==> config.mk <==
export PLATFORM = sky130hd
export DESIGN_NAME = arm_fetch_flat
export DESIGN_NICKNAME = d
export VERILOG_FILES = /design/src/rtl/arm_fetch_if.sv /design/src/rtl/arm_fetch.sv /design/src/flat_wrapper.sv
export SDC_FILE = /design/constraint.sdc
export NUM_CORES = 1
export LEC_CHECK = 0
export ABC_CLOCK_PERIOD_IN_PS = 5100
export CAP_MARGIN = 30
export CORE_ASPECT_RATIO = 0.5
export CORE_MARGIN = 2
export CORE_UTILIZATION = 49
export DETAILED_ROUTE_END_ITERATION = 8
export PLACE_DENSITY = 0.82
export SLEW_MARGIN = 10
export SYNTH_ARGS = -nofsm -noshare
export SYNTH_HDL_FRONTEND = slang
export SYNTH_SLANG_ARGS = --single-unit
==> constraint.sdc <==
create_clock -name clk -period 5.1 [get_ports clk]
set_input_delay 0.765 -clock clk [delete_from_list [all_inputs] [get_ports clk]]
set_output_delay 0.765 -clock clk [all_outputs]
set_load 0.005 [all_outputs]
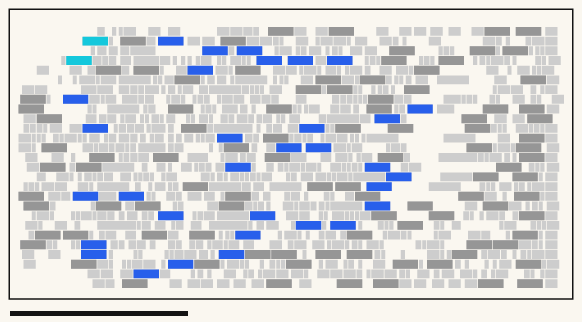
(images/ff_map.png)
Scale bar: 50 um. Other sequential cells in the stronger gray, the rest of the logic in the fainter gray.
legend:
  cyan:
    signal: `u_core.state`
    sequential_cells: 2
  blue:
    signal: `u_core.bus.imem_addr`
    sequential_cells: 32
fraction of area in registers: 0.322
post-layout util: 0.725
Seq group: 0.00122 W
Sequential cell area: 0.00262 mm2

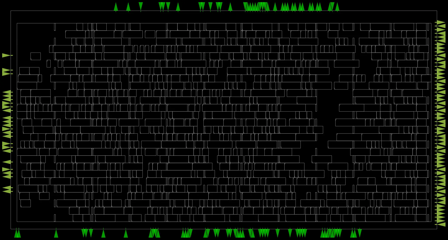
(images/placed.png)
sequential cell count: 131
area of the placeable core: 0.0112 mm2
fill cell total of the finished layout: 836
# Taps: 159

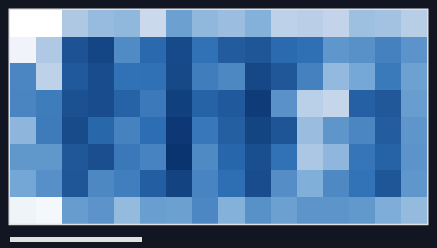
(images/util_map.png)
Scale bar: 50 um. The die is cut into 16 by 8 equal tiles; white is low, dark blue is high, 0 to 100% covered.
densest ninth of the die: center
mean over tiles: 63%
nearly empty tiles: 1.6%
fullest tile: 99%
tiles over 75% full: 31%
fraction of the core area occupied by cells at floorplan: 0.514

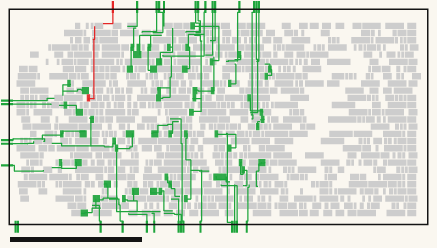
(images/port_trees.png)
Scale bar: 50 um.
legend:
  red:
    port: `bus_imem_req`
    bits: 1
    direction: output
    edge: north
    end_cells: 1
    buffers: 1
    wire: 38.8 um
  green:
    port: `bus_pc_in`
    bits: 32
    direction: input
    edge: 14 south, 13 north, 5 west
    end_cells: 60
    buffers: 30
    wire: 1110 um
top-level port count: 167
Port Buffers: 164

==> results.txt <==
On the backend side, the flow ran end to end.

For this run, the script counts the antenna cells in the layout as 0. TritonCTS built the clock tree. Data on the critical path arrives at its endpoint at 3.66 ns.

Total power normalized to cell area comes to 374 mW/mm2. The largest clock skew in the final design stands at around 0.0097 ns. The largest individual stage delay along the critical path comes from the cell clkdlybuf4s50_1. The worst reg2reg path depth stands at 8. The final weighted congestion recorded by global placement is between 0.8 and 0.9.

STA classifies the critical path startpoint as an input port. In the post-route analysis, the smallest setup slack over all paths is ~1.8 ns. Synthesis produced between 700 and 800 cells.

The number of stages on the worst hold path stands at 2. The accumulated negative setup slack stands at 0 ns. After detailed routing, the number of remaining DRC violations is 0. Across the run, the number of max-cap violations was 0. The average cell area after synthesis stands at approximately 7.7 um2.

The worst setup path is captured at a register. The floorplan net count stands at roughly 820. The chip area line of the yosys report stands at between 0.005 and 0.006 mm2.

The CTS log lists the clock sinks for this run as ~130. The script logs the mean routed wire length per placed instance as between 15 and 20 um. Checking max transition, the worst relative margin is 0.347. Per STA, the worst path accumulates the most delay in the family buffers and inverters. Setup repair after global routing left no endpoint under its margin. The flow ran to the end, and the final reports show no timing, DRC or antenna violations. The timing report lists the critical path depth as 6 cells.

The share of the Yosys chip area taken by registers is 0.454. Per the synth stats, the flop cell with the highest instance count is dfxtp_1. The number of iterations in the first detailed-routing pass stands at 5.

The number of synthesized flops with an enable pin stands at 0. After synthesis the cells add up to 0.00578 mm2. The largest fanout on the critical path stands at 22. The routed wire length stands at between 15000 and 20000 um.

Subtracting the final worst setup slack from the clock period gives ~3.3 ns. From the final report, the count of setup violators was given as 0. In this run the worst hold path is classified as register to register. The number of hold-repair buffers added at the cts stage stands at 0. The sum of internal, switching and leakage power stands at slightly above 0.003 W. Along the critical path, the tally of buffer and inverter instances is 3.

The worst hold slack stands at ~0.45 ns. Looking at the max-slew report, the worst-margin pin has a slew of approximately 1 ns. The report lists the number of standard-cell rows as 27.

The total global routing overflow stands at 0. The via count stands at roughly 6000. The count of synthesis-stage warnings from yosys stands at 0.
==> through the flow <==
stage | cells | area, um2
after global placement | 1024 | 7450
after global routing | 1060 | 8150
final | 1060 | 8150
after floorplan | 750 | 5780
after CTS | 1059 | 8140
after detailed placement | 1027 | 7500
==> logic make-up (layout without fill, tap and decap cells) <==
kind of cell | Yosys count | after routing | share of synthesized area
adders and majority gates | 5 | 5 | 0.0108
and+or+nand+nor | 342 | 342 | 0.249
DFF | 131 | 131 | 0.454
buffers and inverters | 65 | 216 | 0.0478
AOI/OAI and AO/OA | 184 | 184 | 0.204
xor gates and xnor gates | 23 | 23 | 0.0349
==> per-layer routing <==
metal  vias up  global-route usage  part of all wire
met5         -                   0                 0
met4         0              0.0882             0.016
met3        30              0.0603             0.088
li1       2868                   -                 -
met2       313               0.453              0.46
met1      2793               0.365              0.44
==> synthesized netlist by cell type, drive strengths merged (2+ instances only) <==
| master | n | share of area |
|---|---|---|
| ha | 5 | 0.011 |
| nor2b | 2 | 0.0022 |
| a311oi | 27 | 0.041 |
| nand4 | 10 | 0.012 |
| nand2 | 201 | 0.13 |
| nor4 | 3 | 0.0058 |
| and4 | 5 | 0.0078 |
| nand3 | 13 | 0.011 |
| nand2b | 6 | 0.0065 |
| inv | 6 | 0.0039 |
| buf | 13 | 0.014 |
| a221oi | 2 | 0.0030 |
| a2111oi | 4 | 0.0061 |
| nor2 | 84 | 0.055 |
| a31oi | 3 | 0.0032 |
| xnor2 | 18 | 0.027 |
| a22oi | 13 | 0.017 |
| a21oi | 78 | 0.068 |
| xor2 | 5 | 0.0076 |
| o22ai | 11 | 0.012 |
| clkbuf | 45 | 0.029 |
| o21a | 3 | 0.0039 |
| o21ai | 21 | 0.018 |
| and3 | 2 | 0.0024 |
| dfxtp | 131 | 0.45 |
| a211oi | 15 | 0.019 |
| nor3 | 11 | 0.0095 |
==> where the power goes <==
group	switching, W	total (W)	internal (W)
Combinational	0.000256	0.000512	0.000257
Clock	0.000464	0.00132	0.000858
Sequential	0.000107	0.00122	0.00111
==> final cells by class <==
class                      instances  area (um2)
inverter                           7        26.3
fill                             836        3100
clock inverter                    12         179
clock buffer                      20         467
sequential                       131        2620
timing repair buffer             177        1770
multi-input combinational        554        2890
tap                              159         199
==> worst min-delay path: stages (launching register included) <==
cell,delay (ns)
dfxtp_1,0.30
nand2_1,0.05
a21oi_1,0.05
==> placed cells by master, fill, tap and decap left out, drive strengths merged, types with 2 or more instances in the layout <==
master	instances
nand2	201
clkdlybuf4s50	163
dfxtp	131
nor2	84
a21oi	78
a311oi	27
o21ai	21
clkbuf	20
xnor2	18
a211oi	15
buf	14
nand3	13
a22oi	13
o22ai	11
nor3	11
nand4	10
inv	6
nand2b	6
clkinv	6
xor2	5
ha	5
and4	5
a2111oi	4
bufinv	4
a31oi	3
o21a	3
clkinvlp	3
nor4	3
nor2b	2
a221oi	2
and3	2
Power figures rest on the tool's default switching activity, not on a simulated workload.
